===== src/rtl/mem_stage.sv =====
// Memory-access stage between EX and WB: issues one load/store at a time on a
// req/ack data-memory port and hands a registered result bundle to WB.
module mem_stage (
  input  logic        clk,
  input  logic        rst,
  input  logic        flush,
  input  logic        in_valid,
  output logic        in_ready,
  input  logic        MemRd,
  input  logic        MemWr,
  input  logic        MemtoReg,
  input  logic        RegWr,
  input  logic        done,
  input  logic [2:0]  funct3,
  input  logic [4:0]  Rd,
  input  logic [31:0] ALUout,
  input  logic [31:0] Rs2data,
  input  logic [31:0] currentPC,
  output logic        out_valid,
  input  logic        out_ready,
  output logic        MemtoReg_o,
  output logic        RegWr_o,
  output logic        done_o,
  output logic        misalign_o,
  output logic [4:0]  Rd_o,
  output logic [31:0] Do,
  output logic [31:0] ALUout_o,
  output logic [31:0] PC_o,
  output logic        dmem_req,
  output logic        dmem_we,
  output logic [31:0] dmem_addr,
  output logic [3:0]  dmem_wmask,
  output logic [31:0] dmem_wdata,
  input  logic        dmem_ack,
  input  logic [31:0] dmem_rdata
);

  typedef enum logic [1:0] {IDLE, WAIT, DRAIN} state_e;

  state_e      state_q, state_d;
  logic        valid_q, valid_d;
  logic        m2r_q, m2r_d, regwr_q, regwr_d, done_q, done_d, mis_q, mis_d;
  logic [4:0]  rd_q, rd_d;
  logic [31:0] do_q, do_d, alu_q, alu_d, pc_q, pc_d;
  logic        req_q, req_d, we_q, we_d;
  logic [31:0] addr_q, addr_d, wdata_q, wdata_d;
  logic [3:0]  mask_q, mask_d;
  logic [2:0]  f3_q, f3_d;

  logic        accept, mem_op, misaligned;
  logic [1:0]  lane;
  logic [3:0]  st_mask;
  logic [31:0] st_wdata, ld_ext;
  logic [7:0]  ld_byte;
  logic [15:0] ld_half;

  // funct3[1] set means word access; this also covers the unlisted codes treated as LW
  always_comb begin
    lane       = ALUout[1:0];
    mem_op     = MemRd | MemWr;
    misaligned = funct3[1] ? (lane != 2'b00) : (funct3[0] & lane[0]);
    if (funct3[1]) begin
      st_mask  = 4'b1111;
      st_wdata = Rs2data;
    end else if (funct3[0]) begin
      st_mask  = 4'b0011 << {lane[1], 1'b0};
      st_wdata = {2{Rs2data[15:0]}};
    end else begin
      st_mask  = 4'b0001 << lane;
      st_wdata = {4{Rs2data[7:0]}};
    end
  end

  always_comb begin
    case (alu_q[1:0])
      2'd0:    ld_byte = dmem_rdata[7:0];
      2'd1:    ld_byte = dmem_rdata[15:8];
      2'd2:    ld_byte = dmem_rdata[23:16];
      default: ld_byte = dmem_rdata[31:24];
    endcase
    ld_half = alu_q[1] ? dmem_rdata[31:16] : dmem_rdata[15:0];
    case (f3_q)
      3'b000:  ld_ext = {{24{ld_byte[7]}}, ld_byte};
      3'b001:  ld_ext = {{16{ld_half[15]}}, ld_half};
      3'b100:  ld_ext = {24'd0, ld_byte};
      3'b101:  ld_ext = {16'd0, ld_half};
      default: ld_ext = dmem_rdata;
    endcase
  end

  always_comb begin
    state_d = state_q;
    valid_d = valid_q;
    m2r_d   = m2r_q;
    regwr_d = regwr_q;
    done_d  = done_q;
    mis_d   = mis_q;
    rd_d    = rd_q;
    do_d    = do_q;
    alu_d   = alu_q;
    pc_d    = pc_q;
    req_d   = req_q;
    we_d    = we_q;
    addr_d  = addr_q;
    mask_d  = mask_q;
    wdata_d = wdata_q;
    f3_d    = f3_q;

    in_ready = (state_q == IDLE) && (!valid_q || out_ready) && !flush;
    accept   = in_valid && in_ready;

    if (valid_q && out_ready) valid_d = 1'b0;

    case (state_q)
      IDLE: begin
        if (accept) begin
          m2r_d   = MemtoReg;
          regwr_d = RegWr;
          done_d  = done;
          rd_d    = Rd;
          alu_d   = ALUout;
          pc_d    = currentPC;
          f3_d    = funct3;
          do_d    = '0;
          mis_d   = 1'b0;
          if (mem_op && misaligned) begin
            mis_d   = 1'b1;
            regwr_d = 1'b0;
            valid_d = 1'b1;
          end else if (mem_op) begin
            req_d   = 1'b1;
            we_d    = MemWr;
            addr_d  = {ALUout[31:2], 2'b00};
            mask_d  = st_mask;
            wdata_d = st_wdata;
            state_d = WAIT;
          end else begin
            valid_d = 1'b1;
          end
        end
      end
      WAIT: begin
        if (dmem_ack) begin
          req_d   = 1'b0;
          we_d    = 1'b0;
          state_d = IDLE;
          if (!flush) begin
            valid_d = 1'b1;
            do_d    = we_q ? '0 : ld_ext;
          end
        end else if (flush) begin
          state_d = DRAIN;
        end
      end
      DRAIN: begin
        if (dmem_ack) begin
          req_d   = 1'b0;
          we_d    = 1'b0;
          state_d = IDLE;
        end
      end
      default: state_d = IDLE;
    endcase

    if (flush) valid_d = 1'b0;
  end

  always_ff @(posedge clk or posedge rst) begin
    if (rst) begin
      state_q <= IDLE;
      valid_q <= 1'b0;
      m2r_q   <= 1'b0;
      regwr_q <= 1'b0;
      done_q  <= 1'b0;
      mis_q   <= 1'b0;
      rd_q    <= '0;
      do_q    <= '0;
      alu_q   <= '0;
      pc_q    <= '0;
      req_q   <= 1'b0;
      we_q    <= 1'b0;
      addr_q  <= '0;
      mask_q  <= '0;
      wdata_q <= '0;
      f3_q    <= '0;
    end else begin
      state_q <= state_d;
      valid_q <= valid_d;
      m2r_q   <= m2r_d;
      regwr_q <= regwr_d;
      done_q  <= done_d;
      mis_q   <= mis_d;
      rd_q    <= rd_d;
      do_q    <= do_d;
      alu_q   <= alu_d;
      pc_q    <= pc_d;
      req_q   <= req_d;
      we_q    <= we_d;
      addr_q  <= addr_d;
      mask_q  <= mask_d;
      wdata_q <= wdata_d;
      f3_q    <= f3_d;
    end
  end

  assign out_valid  = valid_q;
  assign MemtoReg_o = m2r_q;
  assign RegWr_o    = regwr_q;
  assign done_o     = done_q;
  assign misalign_o = mis_q;
  assign Rd_o       = rd_q;
  assign Do         = do_q;
  assign ALUout_o   = alu_q;
  assign PC_o       = pc_q;
  assign dmem_req   = req_q;
  assign dmem_we    = we_q;
  assign dmem_addr  = addr_q;
  assign dmem_wmask = mask_q;
  assign dmem_wdata = wdata_q;

endmodule

===== config.mk =====
export PLATFORM = sky130hd
export DESIGN_NAME = mem_stage
export DESIGN_NICKNAME = d
export VERILOG_FILES = /design/src/rtl/mem_stage.sv
export SDC_FILE = /design/constraint.sdc
export NUM_CORES = 1
export LEC_CHECK = 0
export CAP_MARGIN = 20
export CORE_MARGIN = 5
export CORE_UTILIZATION = 29
export CTS_CLUSTER_DIAMETER = 80
export DETAILED_ROUTE_END_ITERATION = 7
export GPL_TIMING_DRIVEN = 1
export RECOVER_POWER = 50
export SLEW_MARGIN = 10
export SYNTH_ARGS = -nofsm -noshare
export SYNTH_HDL_FRONTEND = slang
export SYNTH_SLANG_ARGS = --single-unit

===== constraint.sdc =====
create_clock -name clk -period 6 [get_ports clk]
set_input_delay 0.6 -clock clk [delete_from_list [all_inputs] [get_ports clk]]
set_output_delay 0.6 -clock clk [all_outputs]
set_load 0.1 [all_outputs]

==> run_1/placement_by_type.png <==
Fill, decap, tap and diode cells in gray.
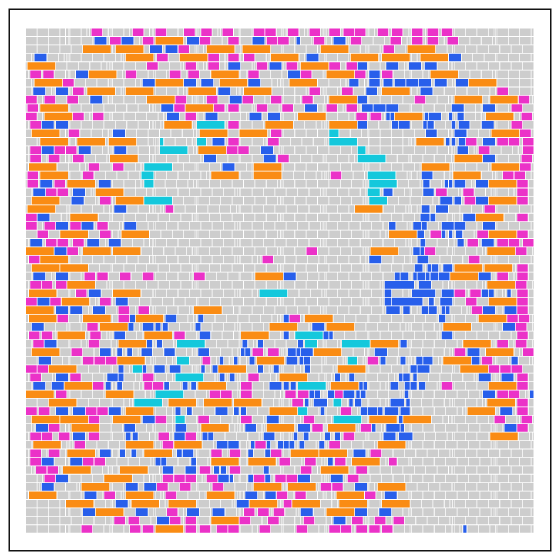
[sequential cells] orange | cells: 179
[combinational and other logic] blue | cells: 373
[remaining buffers and delay cells] magenta | cells: 327
[clock drivers and dummy loads] cyan | cells: 32

==> run_1/clk_routes.png <==
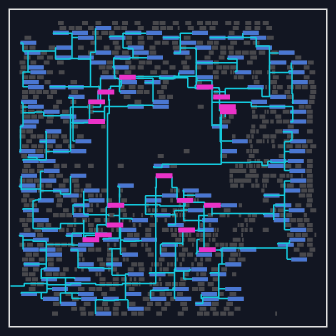
[clock drivers] magenta | count: 17
[flip-flops] blue | count: 179
[clock wires] cyan | length: 2,640 µm
flops lie: widely spread

==> run_1/power_grid.png <==
The bar under the picture is 50 µm long. Pins as bars on the die edge.
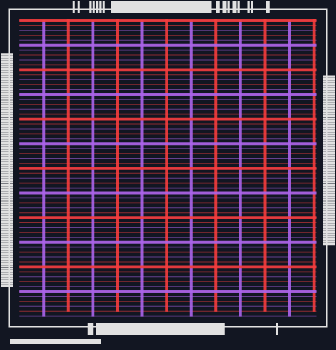
[VSS] purple
[VDD] red
rows: 60
met4 straps: 12
signal pins: 324
met1 rails: 61
met5 straps: 12

==> results.toml, run 1 <==
# generated from flow reports
[final_layout]
buf_share = 0.2743
comb_share = 0.2623
num_antenna_cells = 0
fillers = 2475
largest_cell_class = "registers"
inv_count = 8
logic_gate_count = 365
syn_to_final_growth_pct = 51.39
stdcell_count = 1252
fin_util = 0.4431
final-comb-area_um2 = 3115
seq_area_um2 = 4479
sh_seq_area = 0.3772
signal_buffers = 327
clock_area_frac = 0.04772
drive_gt1_frac = 0.2141

[floorplan]
nWellTaps = 341
die_x_um = 174.5
core_um2 = 26800
dieArea_um2 = 30440
io_pins = 324
row_count = 60
die.size.y_um = 174.5

[sta]
layout_setup_ws_ns = 1.840
final_max_slew_viol_count = 136
period_used_share = 0.6934
fin_hold_ws_ns = 0.4836
setup_violations = 0
fmax_mhz = 240.4
final_hold_viol_count = 0
tightest_slew_ns = 3.584
finalClockSkew_ns = 0.02254
rsz0062_at_grt = "false"

[placement]
place_ws_ns = 2.308
post_dp_cell_area_um2 = 11330
dp_cells = 1220
hpwl_mm = 17.62
port_buffers = 321
gp_congestion = 0.7263

[synth]
ys_sh_simple = 0.05199
yosysWarnings = 0
ys_area_um2 = 7845
most_common_cell = "dfrtp_1"
synth_cell_types = 54
mux_share = 0.2234
syn_inst = 590
ys_top_logic_family = "multiplexers"
xor_share = 0
synth_top_area_share = 0.5710
ys_ff = 179
ys_sh_aoi = 0.1152
top_area_cell = "dfrtp_1"
seq_area_frac_synth = 0.5710
ys_top_cells_by_count = "dfrtp_1, mux2_2, o21ai_0, mux2i_1, nand2_1"
edf_count = 0
syn_area_per_cell_um2 = 13.30
fa_ha_area_frac = 0.006380

[global_routing]
antenna_found_initial = 1
met1_usage = 0.2018
busiest_layer = "met2"
gr-total-overflow = 0
grtUsageMet2 = 0.2593
first_global_vias = 6236
grt_max_degree = 92
grt_pass1_wl_mm = 38.14
use_met3 = 0.06090

[critical_path]
path_max_fanout = 43
end_kind = "flip-flop"
cp_data_arrival_time_ns = 4.47
slowest_stage = "nor2_4"
startpoint = "flush"
reg2reg_to = "dmem_addr[26]"
r2r_slack_ns = 1.89
reg2regPathDepth = 5
path_cells = "clkdlybuf4s50_1, nor2b_2, nand3_1, nor2_4, mux2_2"
regToRegStartpoint = "state_q[1]"
start_kind = "input port"
crit_type = "in -> reg"
cp-endpoint = "dmem_addr[26]"

[detailed_routing]
firstDrtPassIters = 4
routedWlPerCell_um = 19.48
vias = 5913
vias_per_cell = 4.723
drt_iter0_drc = 241
detail-route-antenna-nets = 0
wl_met3_mm = 1.999
wl_met2_mm = 11.78
wl_met1_mm = 10.46

[worst_hold_path]
holdPathStages = 2
hold_path_class = "reg -> reg"
hold_start = "RegWr_o"

[clocking]
cts_buffer_depth = 2
cts_tree = "done"
root_buffer = "clkbuf_16"
cts_setup_buffers = 0
htree_levels = 4
clk_pin_slew_ns = 0.08
hold_buffers = 0

[job]
warning_count = 29
drv_cap = 2

[status]
violations = "max-capacitance violations, max-slew violations"
outcome = "complete, but fails checks"
## run 1: layout by cell type (no fill, tap or decap), types with 6 or more instances in the layout
cell	n
nand2b_1	14
dlygate4sd3_1	57
clkdlybuf4s50_1	264
nor2_1	15
a221o_2	16
clkbuf_16	17
a32o_1	9
mux2i_1	30
a21oi_1	13
buf_4	6
dfrtp_1	179
inv_1	8
o2bb2ai_1	6
o21ai_0	60
mux2_2	128
nand2_1	22
## run 1: sequential cells by signal, summed over array words and instances (netlist names), 2 cells and up
signal      cells
ALUout_o       32
Do             32
PC_o           32
dmem_wdata     32
dmem_addr      30
Rd_o            5
dmem_wmask      4
f3_q            3
state_q         2
## run 1: worst max-delay path: cells and delay by family
family                 cells  cell delay (ns)
buffers and inverters      1             0.55
and+or+nand+nor            3             2.84
muxes                      1             0.42
==> inputs of run 2 (changes only) <==
==> constraint.sdc (replaced) <==
create_clock -name clk -period 4.1 [get_ports clk]
set_input_delay 0.41 -clock clk [delete_from_list [all_inputs] [get_ports clk]]
set_output_delay 0.41 -clock clk [all_outputs]
set_load 0.1 [all_outputs]
==> run_2/placement_by_type.png <==
Fill, decap, tap and diode cells in gray.
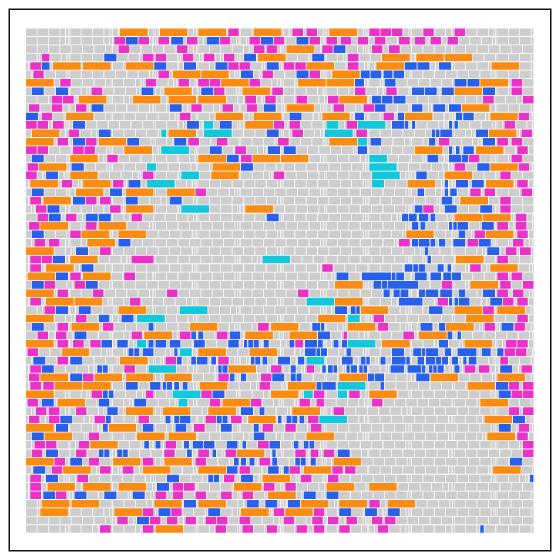
[combinational and other logic] blue | cells: 373
[sequential cells] orange | cells: 179
[remaining buffers and delay cells] magenta | cells: 329
[clock drivers and dummy loads] cyan | cells: 32

==> results.toml, run 2 <==
# generated from flow reports
[status]
outcome = "complete, but fails checks"
violations = "max-capacitance violations, max-slew violations"

[critical_path]
start_kind = "flip-flop"
cp_num_buf_inv = 2
critPathTopFamily = "buffers and inverters"
cp_data_arrival_time_ns = 3.42
slowest_stage = "clkbuf_1"
path_max_fanout = 36

[final_layout]
layout_top_cells = "clkdlybuf4s50_1, dfrtp_1, mux2_2, dlygate4sd3_1, o21ai_0"
final_common_cell = "clkdlybuf4s50_1"
fillers = 2481
clock_area_frac = 0.04906
syn_to_final_growth_pct = 52.14
largest_cell_class = "registers"
final-comb-area_um2 = 3131
buf_share = 0.2748
fin_util = 0.4453
seq_area_um2 = 4479

[detailed_routing]
drt_iter0_drc = 258
wl_met3_mm = 2.154
routedWlPerCell_um = 19.42
vias = 5908
detail-route-antenna-nets = 0

[global_routing]
grt_pass1_wl_mm = 38.26
antenna_found_initial = 3
grt_max_degree = 180
met1_usage = 0.1985
busiest_layer = "met2"
use_met3 = 0.06590

[placement]
dp_cells = 1222
port_buffers = 321

[floorplan]
die.size.y_um = 174.5
row_count = 60
nWellTaps = 341
dieArea_um2 = 30440

[worst_hold_path]
hold_path_class = "reg -> reg"

[sta]
rsz0062_at_grt = "false"
final_max_slew_viol_count = 213
setup_violations = 0
layout_setup_ws_ns = 1.001
final_hold_viol_count = 0

[job]
drv_cap = 2

[synth]
fa_ha_area_frac = 0.006380
mux_share = 0.2234
seq_area_frac_synth = 0.5710
syn_inst = 590
ys_area_um2 = 7845
synth_cell_types = 54
synth_top_area_share = 0.5710
ys_top_logic_family = "multiplexers"
yosysWarnings = 0

[clocking]
cts_tree = "done"
hold_buffers = 0
cts_buffer_depth = 2
clk_pin_slew_ns = 0.08
cts_setup_buffers = 0
==> run_2/wires.png <==
The bar under the picture is 50 µm long. Two of the layers only.
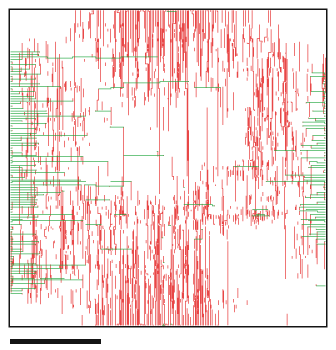
[metal 2] red | wire length: 11,700 µm
[metal 3] green | wire length: 2,150 µm

==> run 2: final timing paths <==
kind | to | from | slack [ns] | cells after the start
setup / recovery | PC_o[11] | state_q[1] | 1.00 | 5
hold / removal | dmem_addr[29] | dmem_addr[29] | 0.49 | 1
setup reg to reg | PC_o[11] | state_q[1] | 1.00 | 5
hold reg to reg | dmem_addr[29] | dmem_addr[29] | 0.49 | 1
max in group asynchronous | f3_q[1] | rst | 1.17 | 3
min in group asynchronous | PC_o[17] | rst | 1.42 | 3
==> inputs of run 3 (changes only) <==
==> constraint.sdc (replaced) <==
create_clock -name clk -period 3.1 [get_ports clk]
set_input_delay 0.31 -clock clk [delete_from_list [all_inputs] [get_ports clk]]
set_output_delay 0.31 -clock clk [all_outputs]
set_load 0.1 [all_outputs]
==> run_3/clk_routes.png <==
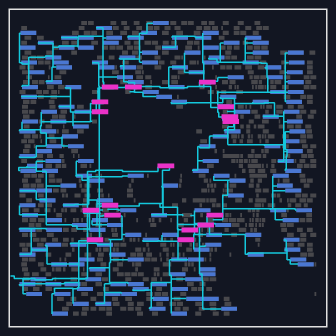
[clock drivers] magenta | count: 17
[flip-flops] blue | count: 179
[clock wires] cyan | length: 2,630 µm
flops lie: widely spread

==> results.toml, run 3 <==
# generated from flow reports
[sta]
rsz0062_at_grt = "false"
layout_setup_ws_ns = 0.5282
tightest_slew_ns = 1.700
setup_violations = 0
finalClockSkew_ns = 0.02330
period_used_share = 0.8296
fmax_mhz = 388.8
final_max_slew_viol_count = 181

[clocking]
cts_tree = "done"
htree_levels = 4
root_buffer = "clkbuf_16"
cts_buffer_depth = 2
clk_pin_slew_ns = 0.08
cts_setup_buffers = 0

[global_routing]
use_met3 = 0.06372
met1_usage = 0.2035
first_global_vias = 6302
busiest_layer = "met2"
antenna_found_initial = 1
grt_pass1_wl_mm = 38.35
gr-total-overflow = 0
grt_max_degree = 121

[critical_path]
critPathTopFamily = "AND-OR/OR-AND gates"
r2r_slack_ns = 0.53
end_kind = "flip-flop"
reg2regPathDepth = 6
startpoint = "state_q[1]"
path_max_fanout = 32
regToRegStartpoint = "state_q[1]"
cp_num_cells = 6
cp_num_buf_inv = 2
reg2reg_to = "Do[25]"
cp_data_arrival_time_ns = 2.94
path_cells = "inv_1, ha_1, inv_1, a21oi_1, nand2b_2, a221o_2"
start_kind = "flip-flop"
slowest_stage = "nand2b_2"
crit_type = "reg -> reg"

[synth]
syn_area_per_cell_um2 = 13.30
ys_area_um2 = 7845
top_area_cell = "dfrtp_1"
edf_count = 0
ys_ff = 179
synth_cell_types = 54
syn_inst = 590
yosysWarnings = 0
synth_top_area_share = 0.5710
seq_area_frac_synth = 0.5710
most_common_cell = "dfrtp_1"

[final_layout]
clock_area_frac = 0.04868
logic_gate_count = 365
sh_seq_area = 0.3872
stdcell_count = 1258
fin_util = 0.4316
largest_cell_class = "registers"
final-comb-area_um2 = 3136
inv_count = 8
num_antenna_cells = 1
fillers = 2586
syn_to_final_growth_pct = 47.45
signal_buffers = 332
final_common_cell = "clkdlybuf4s50_1"
comb_share = 0.2711

[floorplan]
row_count = 60
core_um2 = 26800
io_pins = 324
nWellTaps = 341
die.size.y_um = 174.5
dieArea_um2 = 30440
die_x_um = 174.5

[placement]
hpwl_mm = 17.64
post_dp_cell_area_um2 = 11260
dp_cells = 1225
place_ws_ns = 0.5069
gp_congestion = 0.7546

[detailed_routing]
routedWlPerCell_um = 19.50
firstDrtPassIters = 4
wl_met1_mm = 10.57
wl_met3_mm = 2.259
detail-route-antenna-nets = 0
drt_iter0_drc = 280
vias = 5921
wl_met2_mm = 11.46

[status]
violations = "max-capacitance violations, max-slew violations"
outcome = "complete, but fails checks"

[worst_hold_path]
holdPathStages = 2
hold_path_class = "in -> reg"
hold_path_end = "PC_o[26]"
hold_start = "currentPC[26]"

[job]
drv_cap = 2
==> run_3/wires.png <==
The bar under the picture is 50 µm long. Two of the layers only.
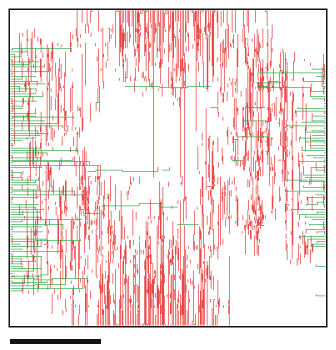
[metal 2] red | wire length: 11,500 µm
[metal 3] green | wire length: 2,260 µm

-- run 3: cells by family (layout without fill, tap and decap cells) --
kind of cell               count (synthesis)  count (layout)  share of synthesized area
DFF                                      179             179                     0.5710
muxes                                    159             159                     0.2234
AOI/OAI and AO/OA                        124             124                     0.1152
and+or+nand+nor                           76              76                    0.05199
buffers and inverters                     47             372                    0.03158
adders and majority gates                  4               4                   0.006380
other                                      1               3                  0.0004780
